--- config.mk ---
export PLATFORM = sky130hd
export DESIGN_NAME = ld_scalar_mult
export DESIGN_NICKNAME = d
export VERILOG_FILES = /design/src/rtl/ld_scalar_mult.sv
export SDC_FILE = /design/constraint.sdc
export NUM_CORES = 1
export LEC_CHECK = 0
export ABC_AREA = 1
export CORE_UTILIZATION = 35
export DETAILED_ROUTE_END_ITERATION = 10
export PLACE_DENSITY = 0.69
export SYNTH_ARGS = -nofsm -noshare
export SYNTH_HDL_FRONTEND = slang
export SYNTH_SLANG_ARGS = --single-unit
--- constraint.sdc ---
create_clock -name clk -period 2.1 [get_ports clk]
set_clock_uncertainty 0.1 [all_clocks]
set_input_delay 0.21 -clock clk [delete_from_list [all_inputs] [get_ports clk]]
set_output_delay 0.21 -clock clk [all_outputs]
set_load 0.01 [all_outputs]
--- src/rtl/ld_scalar_mult.sv ---
// Left-to-right double-and-add scalar multiplier driving a combinational point ALU.
// Q = k*P in projective coordinates, points packed as {Z, Y, X}.
module ld_scalar_mult #(
    parameter int unsigned K_WIDTH = 4,
    parameter logic [11:0] INF_PT  = 12'h010
) (
    input  logic               clk,
    input  logic               rst,
    input  logic               start,
    input  logic [K_WIDTH-1:0] k,
    input  logic [11:0]        P,
    output logic               busy,
    output logic               done,
    output logic [11:0]        Q,
    output logic               alu_op,
    output logic [11:0]        alu_a,
    output logic [11:0]        alu_b,
    input  logic [11:0]        alu_r
);

    localparam int unsigned IDX_W = (K_WIDTH > 1) ? $clog2(K_WIDTH) : 1;

    typedef enum logic [2:0] {
        S_IDLE,
        S_SCAN,
        S_DBL,
        S_ADD,
        S_DONE
    } state_t;

    state_t             state;
    logic [K_WIDTH-1:0] kl;
    logic [11:0]        pl;
    logic [11:0]        r;
    logic [IDX_W-1:0]   idx;
    logic               kbit;
    logic               idx_zero;

    assign kbit     = kl[idx];
    assign idx_zero = (idx == '0);

    // Operands are always the accumulator and the latched base point; only the op is state-dependent.
    assign alu_a = r;
    assign alu_b = pl;

    always_ff @(posedge clk or posedge rst) begin
        if (rst) begin
            state  <= S_IDLE;
            kl     <= '0;
            pl     <= '0;
            r      <= '0;
            idx    <= '0;
            Q      <= '0;
            busy   <= 1'b0;
            done   <= 1'b0;
            alu_op <= 1'b0;
        end else begin
            case (state)
                S_IDLE: begin
                    if (start) begin
                        kl    <= k;
                        pl    <= P;
                        idx   <= IDX_W'(K_WIDTH - 1);
                        state <= S_SCAN;
                        busy  <= 1'b1;
                    end
                end
                S_SCAN: begin
                    if (kbit) begin
                        r <= pl;
                        if (idx_zero) begin
                            Q     <= pl;
                            state <= S_DONE;
                            done  <= 1'b1;
                        end else begin
                            idx    <= idx - 1'b1;
                            state  <= S_DBL;
                            alu_op <= 1'b1;
                        end
                    end else if (idx_zero) begin
                        r     <= INF_PT;
                        Q     <= INF_PT;
                        state <= S_DONE;
                        done  <= 1'b1;
                    end else begin
                        idx <= idx - 1'b1;
                    end
                end
                S_DBL: begin
                    r <= alu_r;
                    // idx stays put into ADD: the add belongs to the same bit as this double.
                    if (kbit) begin
                        state  <= S_ADD;
                        alu_op <= 1'b0;
                    end else if (idx_zero) begin
                        Q      <= alu_r;
                        state  <= S_DONE;
                        done   <= 1'b1;
                        alu_op <= 1'b0;
                    end else begin
                        idx <= idx - 1'b1;
                    end
                end
                S_ADD: begin
                    r <= alu_r;
                    if (idx_zero) begin
                        Q     <= alu_r;
                        state <= S_DONE;
                        done  <= 1'b1;
                    end else begin
                        idx    <= idx - 1'b1;
                        state  <= S_DBL;
                        alu_op <= 1'b1;
                    end
                end
                S_DONE: begin
                    state <= S_IDLE;
                    busy  <= 1'b0;
                    done  <= 1'b0;
                end
                default: begin
                    state  <= S_IDLE;
                    busy   <= 1'b0;
                    done   <= 1'b0;
                    alu_op <= 1'b0;
                end
            endcase
        end
    end

endmodule

Fig. 1: run 1, met1 routing
Scale bar: 20 um. Supply wires on this layer in grey.
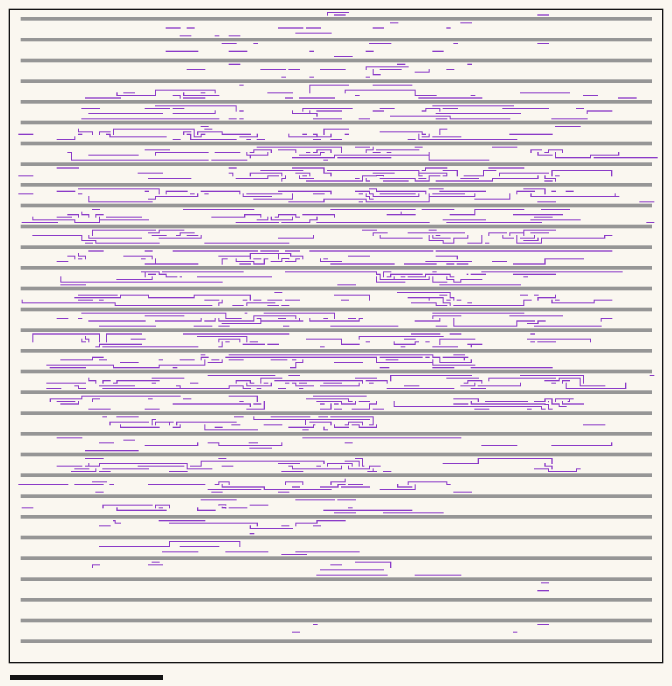
longest straight run: 26.7 um
wire length on this layer: 2830 um
Post-Route WL: 5780 um
met1 Usage GRT: 23.9%
overall via count from detail_route: 2126

Fig. 2: run 1, M2 wires
Cells faint in the background.
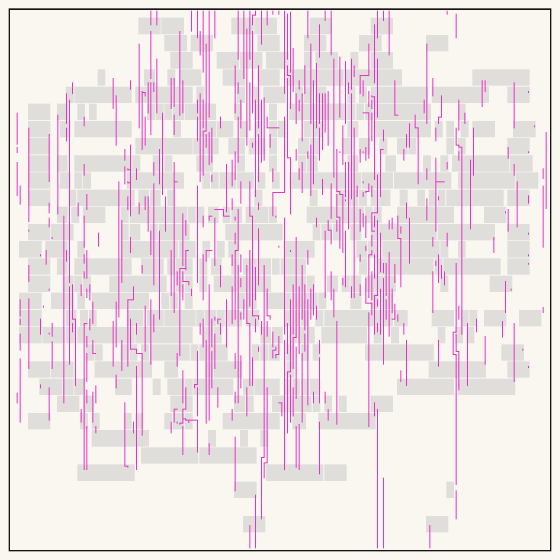
main direction: vertical
nets with wire on the layer: 311
wire length on this layer: 2610 um
longest straight run: 30.4 um
met2 GRT Util: 26.3%

==> notes.md, run 1 <==
Implementation run completed; key figures follow.

Yosys:
- By area, the combinational part of the netlist is dominated by simple AND/OR/NAND/NOR gates.
- A synthesized cell averages approximately 8.1 sq um.
- The synthesized design contains 48 register bits.
- Summing every instance area after synthesis gives 2440 sq um.
- For this run, the leading register cell type out of synthesis is dfrtp_1.
- The run gives the async set or reset register ratio after synthesis as 100%.
- Yosys reports that the leading cell type by area covers 49.2% of the netlist area.
- The synthesis run shows the most used standard cells to be 131 x nand2_1, 48 x dfrtp_1, 42 x nand3_1.
- Synthesis handed over a netlist of 303 instances.
- The synthesized netlist devotes 39.6% of its cell area to simple gates.
- The run puts the net count of the mapped netlist at ~340.
- Of the total synthesized cell area, the portion taken by XOR and XNOR cells is 0%.
- Per the synthesis report, the AND-OR/OR-AND share of the synthesized area is 2.56%.
- The run puts the synthesized-area fraction occupied by adder cells at 1.03%.
- The run puts the sequential element share of the synthesized area at approximately half.
- By area the synthesized netlist is led by dfrtp_1 49%, nand2_1 20%, nand3_1 8.6%.
- The post-synth count of flops with an enable pin is 0.
- Looking at area per cell type in the netlist, the leader is dfrtp_1.
- The run gives the area fraction in mux cells as 0%.
- The run puts the number of distinct library cells after synthesis at 24.
- Looking at the gate-level netlist, the highest instance count belongs to nand2_1.

Routing:
- The run gives the post-detailed-route via-to-cell ratio as 4.73.
- The run gives the highest routing layer actually used as met4.
- The routed wirelength on the met1 layer is recorded as 2830 um.
- The run puts the length of routed met2 wiring at 2610 um.
- The run gives the wire length on met3 as 303 um.
- Per the log, the first TritonRoute iteration ended with a DRC count of 97.
- The run gives the iteration tally of the first detailed-router pass as 4.
- The run gives the number of routed nets with antenna violations as 0.
- The run puts the remaining design rule violation count at 0.

Final layout:
- The run puts the final standard cell area without fillers at 3270 sq um.
- The run gives the number of non-clock buffers as 73.
- The run gives the number of nets in the layout as about 400.
- The run puts the total of fill cells in the finished design at approximately 700.
- The run gives the number of clock-tree buffers in the layout as 5.
- The final report lists a non-filler cell total of 449.
- The run puts the fraction of area in clock buffers and inverters at 3.41%.
- The run gives the number of logic gates as 222.
- The run gives the flop share of the area as 36.8%.
- The run gives the most common cell after layout, fill and taps aside as nand2_1.
- Cells with a size suffix above 1 make up roughly a tenth of the layout.
- The number of sequential cells reported for the layout is around 48.
- The area growth from synthesis to layout is 33.9%.
- In the layout the commonest cells are 131 x nand2_1, 69 x clkdlybuf4s50_1, 48 x dfrtp_1.
- The run gives the number of antenna cells inserted as 0.
- By area, the class that comes first in the final layout consists of registers.
- The run gives the share of the core filled with cells as between 40% and 50%.
- The run gives the non-clock inverter total of the final layout as 18.
- The run puts the area of all sequential standard cells at 1200 sq um.

Power:
- The analysis attributes to net switching a power of ~2.4 mW.
- The run gives the sequential logic power as 1.65 mW.
- The script extracted a total leakage power of 1.63 nW.
- The run gives the power dissipated in the clock network as 0.664 mW.
- The run gives the internal power summed over all cells as 2.96 mW.
- The run puts the overall power of the completed layout at ~5.4 mW.
- The run gives the combinational-cell power consumption as 3.05 mW.
- The run puts the power density normalized to cell area at 1640 nW/um^2.
- The run puts the share of total power in sequential cells at 30.8%.
- The run puts the switching power share of the total at 44.9%.
- Combinational cells account for a little under three fifths of the total power.
- The run gives the largest voltage drop on the vdd net as 0.684 mV.
- The run gives the top power group as combinational cells.

Placed design:
- The run puts the sum of net half-perimeters after detailed placement at 4400 um.
- The run gives the number of buffers added on ports as 69.
- The run puts the final weighted congestion in routability-driven placement at 0.821.
- The run gives the area after detailed placement as approximately 3200 sq um.
- The run puts the pre-CTS setup slack at 287 ps.
- After detailed placement, the design holds a cell count of 441.

Floorplan:
- The run puts the height of the die at 85.5 um.
- The run gives the number of top-level pins as 70.
- The floorplan has 30 rows.
- The run puts the core area at 6760 sq um.
- The run gives the share of the core filled by cells before placement as 36.1%.
- The run gives the total die size as roughly 7300 sq um.

CTS:
- The run puts the clock-pin transition on the worst setup and hold timing paths at 90 ps.
- TritonCTS built the clock tree.
- Post-CTS timing repair inserted 0 buffers for setup.
- The run gives the number of clock sinks seen by CTS as 48.
- The run puts the insertion delay of the later-clocked pin in the worst-skew pair at ~300 ps.
- Per the TritonCTS log, the buffer count is 5.
- CTS reports a maximum clock tree buffer depth of 2.
- The root buffer cell chosen for the clock tree is clkbuf_8.
- The run puts the deepest level of the CTS H-tree at 2.
- After clock tree synthesis, the flow added hold-fix buffers numbering 0.

Setup path:
- The data required time reported for the critical path is 2240 ps.
- In this run the critical register-to-register path is launched from idx[1]$_DFFE_PP0P_.
- Broken down by cell family, the worst path's largest delay share belongs to simple AND/OR/NAND/NOR gates.
- Per the post-run analysis, buffers plus inverters along the critical path come to 2.
- The worst setup path is launched from a flop.
- For the worst reg-to-reg path, the endpoint reported by OpenROAD is alu_a[4]$_DFFE_PP0P_.
- The run puts the largest incremental delay on the critical path at 420 ps.
- The critical path in this run is classified as flop to flop.
- For reference, the critical path cell chain is inv_1 > ha_1 > inv_1 > nand3_2 > nand2_2 > nand2_1 > nand2_1.
- Among all stages on the critical path, the largest delay is contributed by dfrtp_1.
- The run gives the highest fanout seen on the critical path as 12.
- The run puts the signal arrival time at the worst endpoint at a little under 2000 ps.
- The run gives the depth of the worst register-to-register path as 7.
- Per STA, the endpoint of the critical path is alu_a[4]$_DFFE_PP0P_.
- The run gives the setup slack of the worst register-to-register path as approximately 260 ps.
- The run gives the critical path depth in cells as 7.
- The worst setup path is captured at a flop.

Timing:
- In the finished design, the share of the clock period the worst path needs comes to 87.5%.
- Hold is met by between 150 and 200 ps.
- The worst-case max-slew headroom was logged as 65.2%.
- For this run, the final setup violation count is recorded as 0.
- The run gives the worst-margin pin slew as 521 ps.
- The run puts the final tally of max-slew violations at 0.
- Setup repair after global routing left no endpoint under its margin.
- The run puts the number of endpoints with negative hold slack in the final report at 0.
- The run gives the final setup TNS as 0 ps.
- For the finished layout, the period the worst path requires is 1840 ps.
- The run gives the top achievable clock speed as 544 MHz.

Outcome:
- The run finished with clean final reports.

Job:
- The run gives the max-cap violation count as 0.
- The run puts the total number of warnings across the stage logs at 27.

Min path:
- The run gives the worst hold path class as input pin to async pin.

Global routing:
- The number of global-route vias before repair came to 2016.
- The run puts the overflow left after global routing at 0.
- Entering global routing, the biggest net connects 26 pins.
Fig. 3: run 1, met3 routing
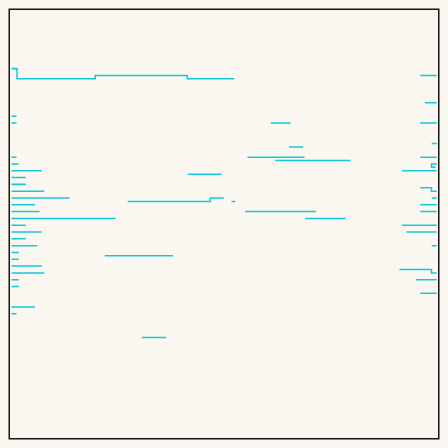
wire length on this layer: 303 um
main direction: horizontal
met3 track demand over resource in global routing: 3.56%

Fig. 4: run 1, track usage over the die
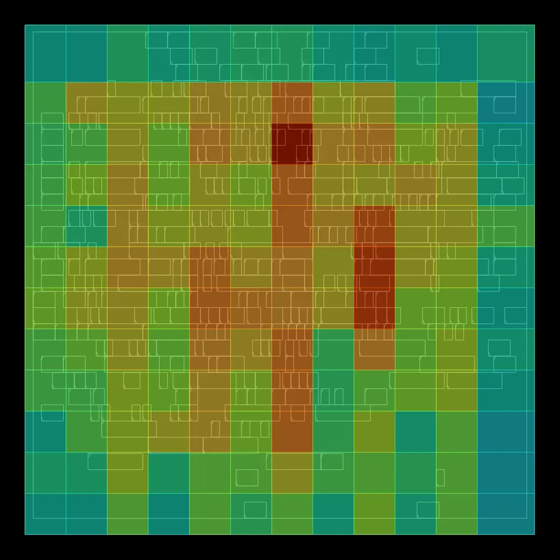
total global routing track utilization: 16.7%
most congested layer reported by global routing: met2
DR WL/cell: 12.9 um

--- run 2 (diff from run 1) ---
- CTS_CLUSTER_DIAMETER: unset -> 120
Fig. 5: run 2, track usage over the die
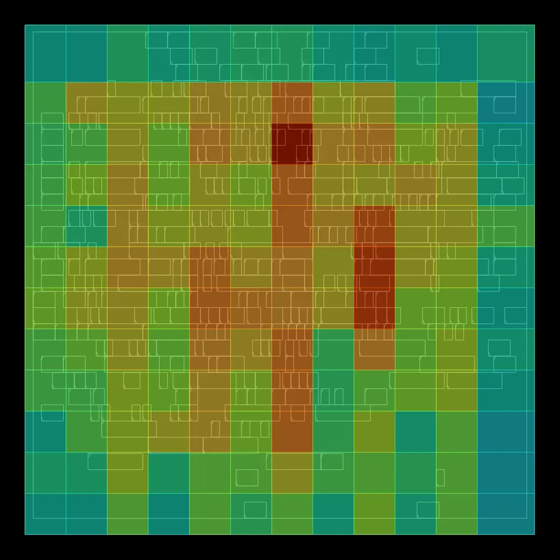
fin util: 48.4%

==> notes.md, run 2 <==
Implementation run completed; key figures follow.

Yosys:
- The run puts the area share of and/or/nand/nor cells after synthesis at between 30% and 40%.
- The run gives the average cell area after synthesis as 8.05 sq um.
- The run puts the post-synthesis compound-gate area fraction at around 2.6%.
- The run puts the xor and xnor fraction of the mapped netlist area at 0%.
- The run puts the number of synthesized flops with an enable pin at 0.
- Counting every instance in the synthesized netlist gives ~300.
- By area the synthesized netlist is led by dfrtp_1 49%, nand2_1 20%, nand3_1 8.6%.
- In this run the biggest area consumer among cell types represents 49.2% of the synthesized area.
- The run gives the netlist area before placement as ~2400 sq um.
- Of all flip-flops after synthesis, the portion carrying an async set or reset was 100%.
- The run gives the synthesized-area fraction occupied by adder cells as slightly above 1%.
- The run gives the post-synthesis cell type with the largest combined area as dfrtp_1.
- The run gives the sequential element share of the synthesized area as a little under 50%.
- The run puts the area fraction in mux cells at 0%.

Power:
- The run gives the internal power summed over all cells as 2.96 mW.
- The highest supply drop recorded on VDD is 0.684 mV.
- The run puts the power dissipated in the clock network at 0.664 mW.
- The run puts the switching power share of the total at 44.9%.
- The run puts the leakage power summed over all cells at 1.63 nW.
- Overall power consumption after layout is estimated at 5.37 mW.
- In this run, power in flip-flops and latches comes to 1.65 mW.
- In this run, flip-flops and latches consume 30.8% of the power.
- The report lists the power per cell area as 1640 nW/um^2.
- The share of total power dissipated in combinational logic is 56.8%.

Floorplan:
- In the floorplan report the effective utilization is 36.1%.
- The die is 85.5 um tall.
- Per the OpenROAD floorplan log, the area of the core is roughly 6800 sq um.

Final layout:
- The run gives the layout overhead on the synthesized area as 33.9%.
- The layout has 73 buffers outside the clock class.
- The finished cells cover between 3000 and 4000 sq um.
- The run puts the non-clock inverter total of the final layout at 18.
- The run gives the fraction of final layout cells sized beyond drive strength 1 as approximately a tenth.
- The biggest slice of the area belongs to registers.
- The run gives the number of logic gates as 222.
- The run puts the flop share of the area at 36.8%.
- The run puts the number of nets in the layout at roughly 400.
- The run gives the non-filler instance count after layout as 449.
- Per the cell usage report, the commonest logic cell in the layout is nand2_1.

Setup path:
- The longest incremental delay of any stage on the critical path is reported as 420 ps.
- The run gives the endpoint class of the critical path as a flop.
- The run gives the depth of the worst register-to-register path as 7.
- The run puts the highest fanout seen on the critical path at 12.
- The run gives the element type at the critical path start as a flop.
- The run gives the classification of the worst setup path as flop to flop.
- The OpenROAD report gives the critical path a data arrival time of approximately 2000 ps.
- Per STA, the endpoint of the critical path is alu_a[4]$_DFFE_PP0P_.
- Listed in order, past its start point the critical path passes inv_1 > ha_1 > inv_1 > nand3_2 > nand2_2 > nand2_1 > nand2_1.
- Data on the critical path is required at its endpoint by 2240 ps.
- The run puts the number of buffer and inverter stages on the critical path at 2.

Global routing:
- The run gives the overflow left after global routing as 0.
- met2 is the most crowded layer.
- The run puts the met1 track demand over resource in global routing at approximately a quarter.
- Global routing consumed, on the met2 layer, 26.3% of the routing resources.

Routing:
- The run gives the routed length per placed instance as ~13 um.
- The routed design uses 2610 um of met2 wire.
- The run puts the wire length the detailed router placed on met1 at 2830 um.
- The run puts the remaining design rule violation count at 0.
- The run gives the wire length on met3 as 303 um.
- The run puts the iteration tally of the first detailed-router pass at 4.
- The run gives the number of routed nets with antenna violations as 0.
- For this block, the routed nets add up to 5780 um of wire.

CTS:
- The run puts the deepest level of the CTS H-tree at 2.
- TritonCTS built the clock tree.
- The run puts the CTS buffer count at 5.
- The run gives the library cell used as clock root buffer as clkbuf_8.
- CTS saw 48 sinks.
- The run gives the buffer levels on the longest clock path as 2.
- The run puts the clock-pin transition on the worst setup and hold timing paths at 90 ps.

Timing:
- The run puts the final tally of max-slew violations at 0.
- The run gives the final setup TNS as 0 ps.
- Checking max transition, the worst relative margin is 65.2%.
- Dividing the final minimum period by the clock period gives 87.5%.
- The run gives the final count of negative-setup-slack endpoints as 0.
- Final hold analysis gives a worst-case slack of between 150 and 200 ps.
- The run gives the number of endpoints with negative hold slack in the final report as 0.
- The run puts the top achievable clock speed at 544 MHz.
- The run gives the worst-margin pin slew as 521 ps.

Min path:
- Note that the worst hold path type here is input pin to async pin.

Job:
- The run puts the max-cap violation count at 0.
- The run gives the total number of warnings across the stage logs as 27.

Placed design:
- The run gives the pre-CTS setup slack as between 200 and 300 ps.
- After detailed placement, the total cell area comes to 3160 sq um.
- The run puts the cell count after placement at 441.
- The run gives the number of buffers added on ports as 69.
- Routability-driven placement finished with a final weighted congestion of between 0.8 and 0.9.

Outcome:
- The flow ran to the end, and the final reports show no timing, DRC or antenna violations.
Fig. 6: run 2, met1 routing
Scale bar: 20 um. Supply wires on this layer in grey.
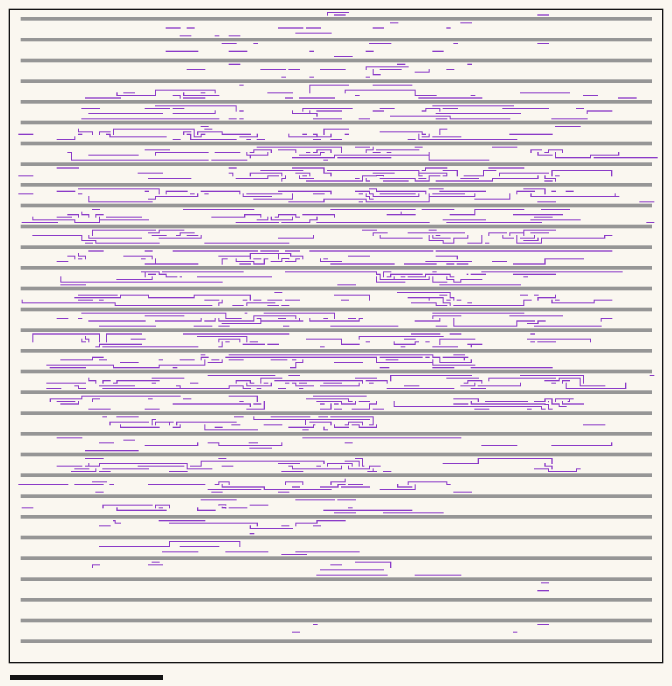
nets with wire on the layer: 342
share of all routed wire: 49%

--- run 3 (diff from run 2) ---
- DONT_BUFFER_PORTS: unset -> 1
- PLACE_DENSITY: 0.69 -> 0.56
Fig. 7: run 3, met3 routing
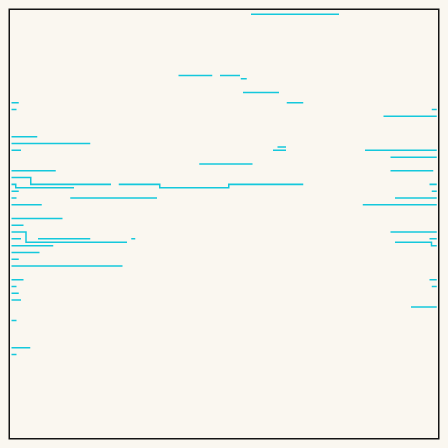
main direction: horizontal
wire length on this layer: 368 um
overall via count from detail_route: 2038
met3 track demand over resource in global routing: 4.52%
Post-Route WL: 5920 um

==> notes.md, run 3 <==
Implementation run completed; key figures follow.

Outcome:
- The run finished with clean final reports.

Routing:
- The run puts the number of routed nets with antenna violations at 0.
- In the per-layer summary, the met1 wirelength comes to 2800 um.
- The detailed router reports a met3 wire length of 368 um.
- The run gives the post-detailed-route via-to-cell ratio as 4.93.
- The run puts the length of routed met2 wiring at about 2700 um.
- The routed layout reports a DRC error count of 0.
- The run puts the iteration tally of the first detailed-router pass at 4.
- The run gives the highest routing layer actually used as met4.
- The run gives the violation count after the first detailed-route iteration as 116.
- After detailed routing, the average wire length per cell comes to between 10 and 15 um.

Yosys:
- The run puts the post-synthesis compound-gate area fraction at 2.56%.
- The run gives the async set or reset register ratio after synthesis as 100%.
- In the post-synthesis netlist, the cell with the most instances is nand2_1.
- After synthesis, the cell types taking the most area are dfrtp_1 49%, nand2_1 20%, nand3_1 8.6%.
- Per the post-synthesis report, the number of cells in the design is ~300.
- The run gives the area fraction in mux cells as 0%.
- The run puts the number of synthesized register bits at 48.
- Counting instances in the post-synthesis netlist gives the leading cell types as 131 x nand2_1, 48 x dfrtp_1, 42 x nand3_1.
- When the netlist entered floorplanning its net count stood at 336.
- The run puts the area share of and/or/nand/nor cells after synthesis at about two fifths.
- The run puts the average cell area after synthesis at 8.05 sq um.
- Post-synth the commonest register cell is dfrtp_1.
- The run gives the xor and xnor fraction of the mapped netlist area as 0%.
- The run gives the largest family of logic cells by area as simple AND/OR/NAND/NOR gates.
- The run gives the post-synthesis cell type with the largest combined area as dfrtp_1.
- The run gives the sequential element share of the synthesized area as 49.2%.
- The run puts the number of synthesized flops with an enable pin at 0.
- Summing the areas of all fa, ha and maj instances in the mapped netlist gives between 1 and 1.5% of the synthesized area.
- The run puts the cell count listed in synth_stat.txt at 303.
- The run puts the netlist area before placement at 2440 sq um.
- The area fraction of the largest cell type after synthesis is 49.2%.
- The number of different library cells used by synthesis comes to 24.

Timing:
- The run puts the final clock period utilization by the worst path at 86.3%.
- The run gives the final tally of max-slew violations as 0.
- The run puts the number of endpoints with negative hold slack in the final report at 0.
- Measured against its own limit, the worst slew margin works out to between 50 and 60%.
- Summed over all failing endpoints, the final setup total negative slack is 0 ps.
- For the finished layout, the period the worst path requires is 1810 ps.
- Setup repair after global routing left no endpoint under its margin.
- The run puts the top achievable clock speed at 552 MHz.
- At the pin with the least slew margin, the transition time is roughly 610 ps.
- Per the finish-stage timing summary, setup violations number 0.
- Hold is met by 63.7 ps.

Global routing:
- The run puts the wire length of the first global-routing pass at 9960 um.
- The run puts the number of global-route vias before repair at 2033.
- The global route stage reports its total congestion overflow as 0.
- The run gives the largest net degree at the start of global routing as 49.
- The run puts the global-route total usage across every layer at 17.2%.
- The run gives the met2 usage in global routing as between 20 and 30%.
- met2 is the most crowded layer.
- The run puts the met1 track demand over resource in global routing at 23.3%.

Final layout:
- The run gives the proportion of cell area occupied by multi-input gates as 36.3%.
- The run gives the non-clock inverter total of the final layout as 18.
- After the flow finishes, the layout carries non-filler instances totaling 413.
- 0 antenna diodes ended up in the layout.
- Relative to the synthesized area, the layout overhead comes to 19.1%.
- Counting plain and timing-repair buffers in the layout gives 37.
- The run puts the number of nets in the layout at 365.
- The run puts the logic area at about 1100 sq um.
- The run gives the fraction of area in clock buffers and inverters as 4.35%.
- The run puts the number of clock-tree buffers in the layout at 7.
- The number of multi-input combinational cells in the layout is 222.
- The run puts the flop count at around 48.
- By instance count after routing, the leading logic cell types are 131 x nand2_1, 48 x dfrtp_1, 42 x nand3_1.
- The run puts the fraction of final layout cells sized beyond drive strength 1 at 11.1%.
- The run puts the area of all sequential standard cells at roughly 1200 sq um.
- By area, registers come first.
- The run puts the total of fill cells in the finished design at 692.
- The run gives the most common cell after layout, fill and taps aside as nand2_1.

Job:
- The run puts the total number of warnings across the stage logs at 27.
- The run gives the max-cap violation count as 0.

Setup path:
- The run puts the setup slack of the worst register-to-register path at 290 ps.
- The run gives the classification of the worst setup path as flop to flop.
- The run gives the critical register-to-register path endpoint as alu_b[4]$_DFFE_PP0P_.
- The run gives the largest incremental delay on the critical path as 570 ps.
- Per the post-run analysis, buffers plus inverters along the critical path come to 3.
- Counting buffers and inverters, the worst setup path is 7 cells deep.
- The run gives the depth of the worst register-to-register path as 7.
- The critical path ends at alu_b[4]$_DFFE_PP0P_.
- The worst setup path is captured at a flop.
- The timing report shows that the slowest cell on the worst path is dlygate4sd3_1.
- The run gives the element type at the critical path start as a flop.
- The run gives the data required time at the worst endpoint as 2240 ps.
- The report lists the cells along the critical path as inv_2 > nand2_2 > nor2_4 > buf_4 > nand3_1 > dlygate4sd3_1 > nand2_1.
- The run gives the kind of cell with the highest combined delay on the critical path as buffers and inverters.
- In this run the critical register-to-register path is launched from state[0]$_DFFE_PP0N_.
- The run puts the signal arrival time at the worst endpoint at approximately 2000 ps.
- The run puts the highest fanout seen on the critical path at 15.

Floorplan:
- The run puts the width of the die at 85.5 um.
- The run puts the total die size at 7310 sq um.
- The run puts the share of the core filled by cells before placement at 36.1%.
- The run gives the number of top-level pins as about 70.
- The run puts the height of the die at 85.5 um.

CTS:
- The CTS report gives the tree buffer count as 5.
- The CTS log lists the clock sinks for this run as 48.
- In this run the number of H-tree levels came out at 2.
- The report lists the number of cells resized after CTS as 0.
- The clock passes through at most 2 buffers.
- The run gives the clock-pin transition on the worst setup and hold timing paths as 90 ps.
- The run puts the insertion delay of the later-clocked pin in the worst-skew pair at 300 ps.
- The run gives the TritonCTS clock tree as built.
- After clock tree synthesis, the flow added hold-fix buffers numbering 31.
- The tree is rooted in a clkbuf_8.
- The run gives the number of setup buffers added after CTS as 0.

Placed design:
- The run gives the number of buffers added on ports as 0.
- Prior to clock tree synthesis, the placed netlist has a worst setup slack of 351 ps.
- The run gives the final weighted congestion in routability-driven placement as 0.828.
- The number of placed instances, taps included, is 374.
- The run puts the sum of net half-perimeters after detailed placement at 4170 um.
- The run gives the area after detailed placement as 2470 sq um.

Power:
- The run gives the share of total power in sequential cells as 37.2%.
- The run puts the largest voltage drop on the vdd net at 0.746 mV.
- The run gives the power dissipated in the clock network as 0.720 mW.
- The run puts the overall power of the completed layout at 4.96 mW.
- The run gives the logic gate share of total power as 48.2%.
- The run puts the combinational-cell power consumption at 2.39 mW.
- The run puts the sequential logic power at about 1.9 mW.
- The run puts the internal power summed over all cells at about 2.6 mW.
- The run puts the leakage power summed over all cells at around 1.5 nW.
- Looking at the group totals, the largest power group turns out to be combinational cells.
- The run puts the total net switching power at 2.35 mW.
- In this run the power density over the cells is 1710 nW/um^2.
- The run gives the switching power share of the total as 47.4%.

Min path:
- The run gives the worst hold path endpoint as Q[8]$_DFFE_PP0P_.
- The run gives the worst hold path class as input pin to flop.
- The run puts the hold-critical path depth at 4.
- The run gives the worst min-delay path startpoint as alu_r[8].
Fig. 8: run 3, placement by cell class
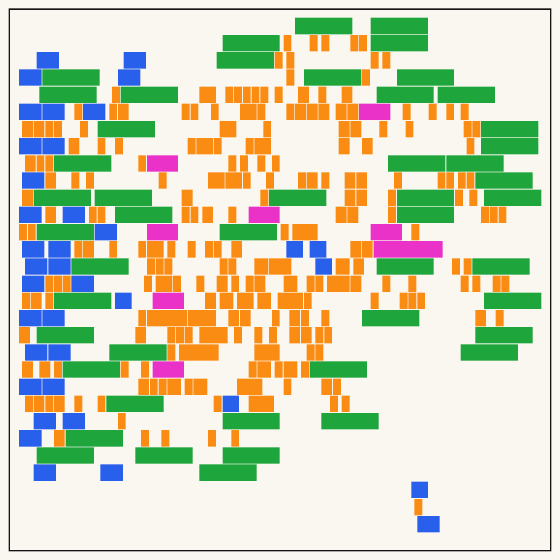
[registers] green | cells: 48
[remaining buffers and delay cells] blue | cells: 37
[clock drivers and dummy loads] magenta | cells: 8
[remaining logic cells] orange | cells: 240
fin util: 43.0%
Seq area share: 41.3%
Core Region: 6760 sq um
row cnt: 30
post-layout instance area: 2910 sq um

Power and IR drop assume default switching activity.
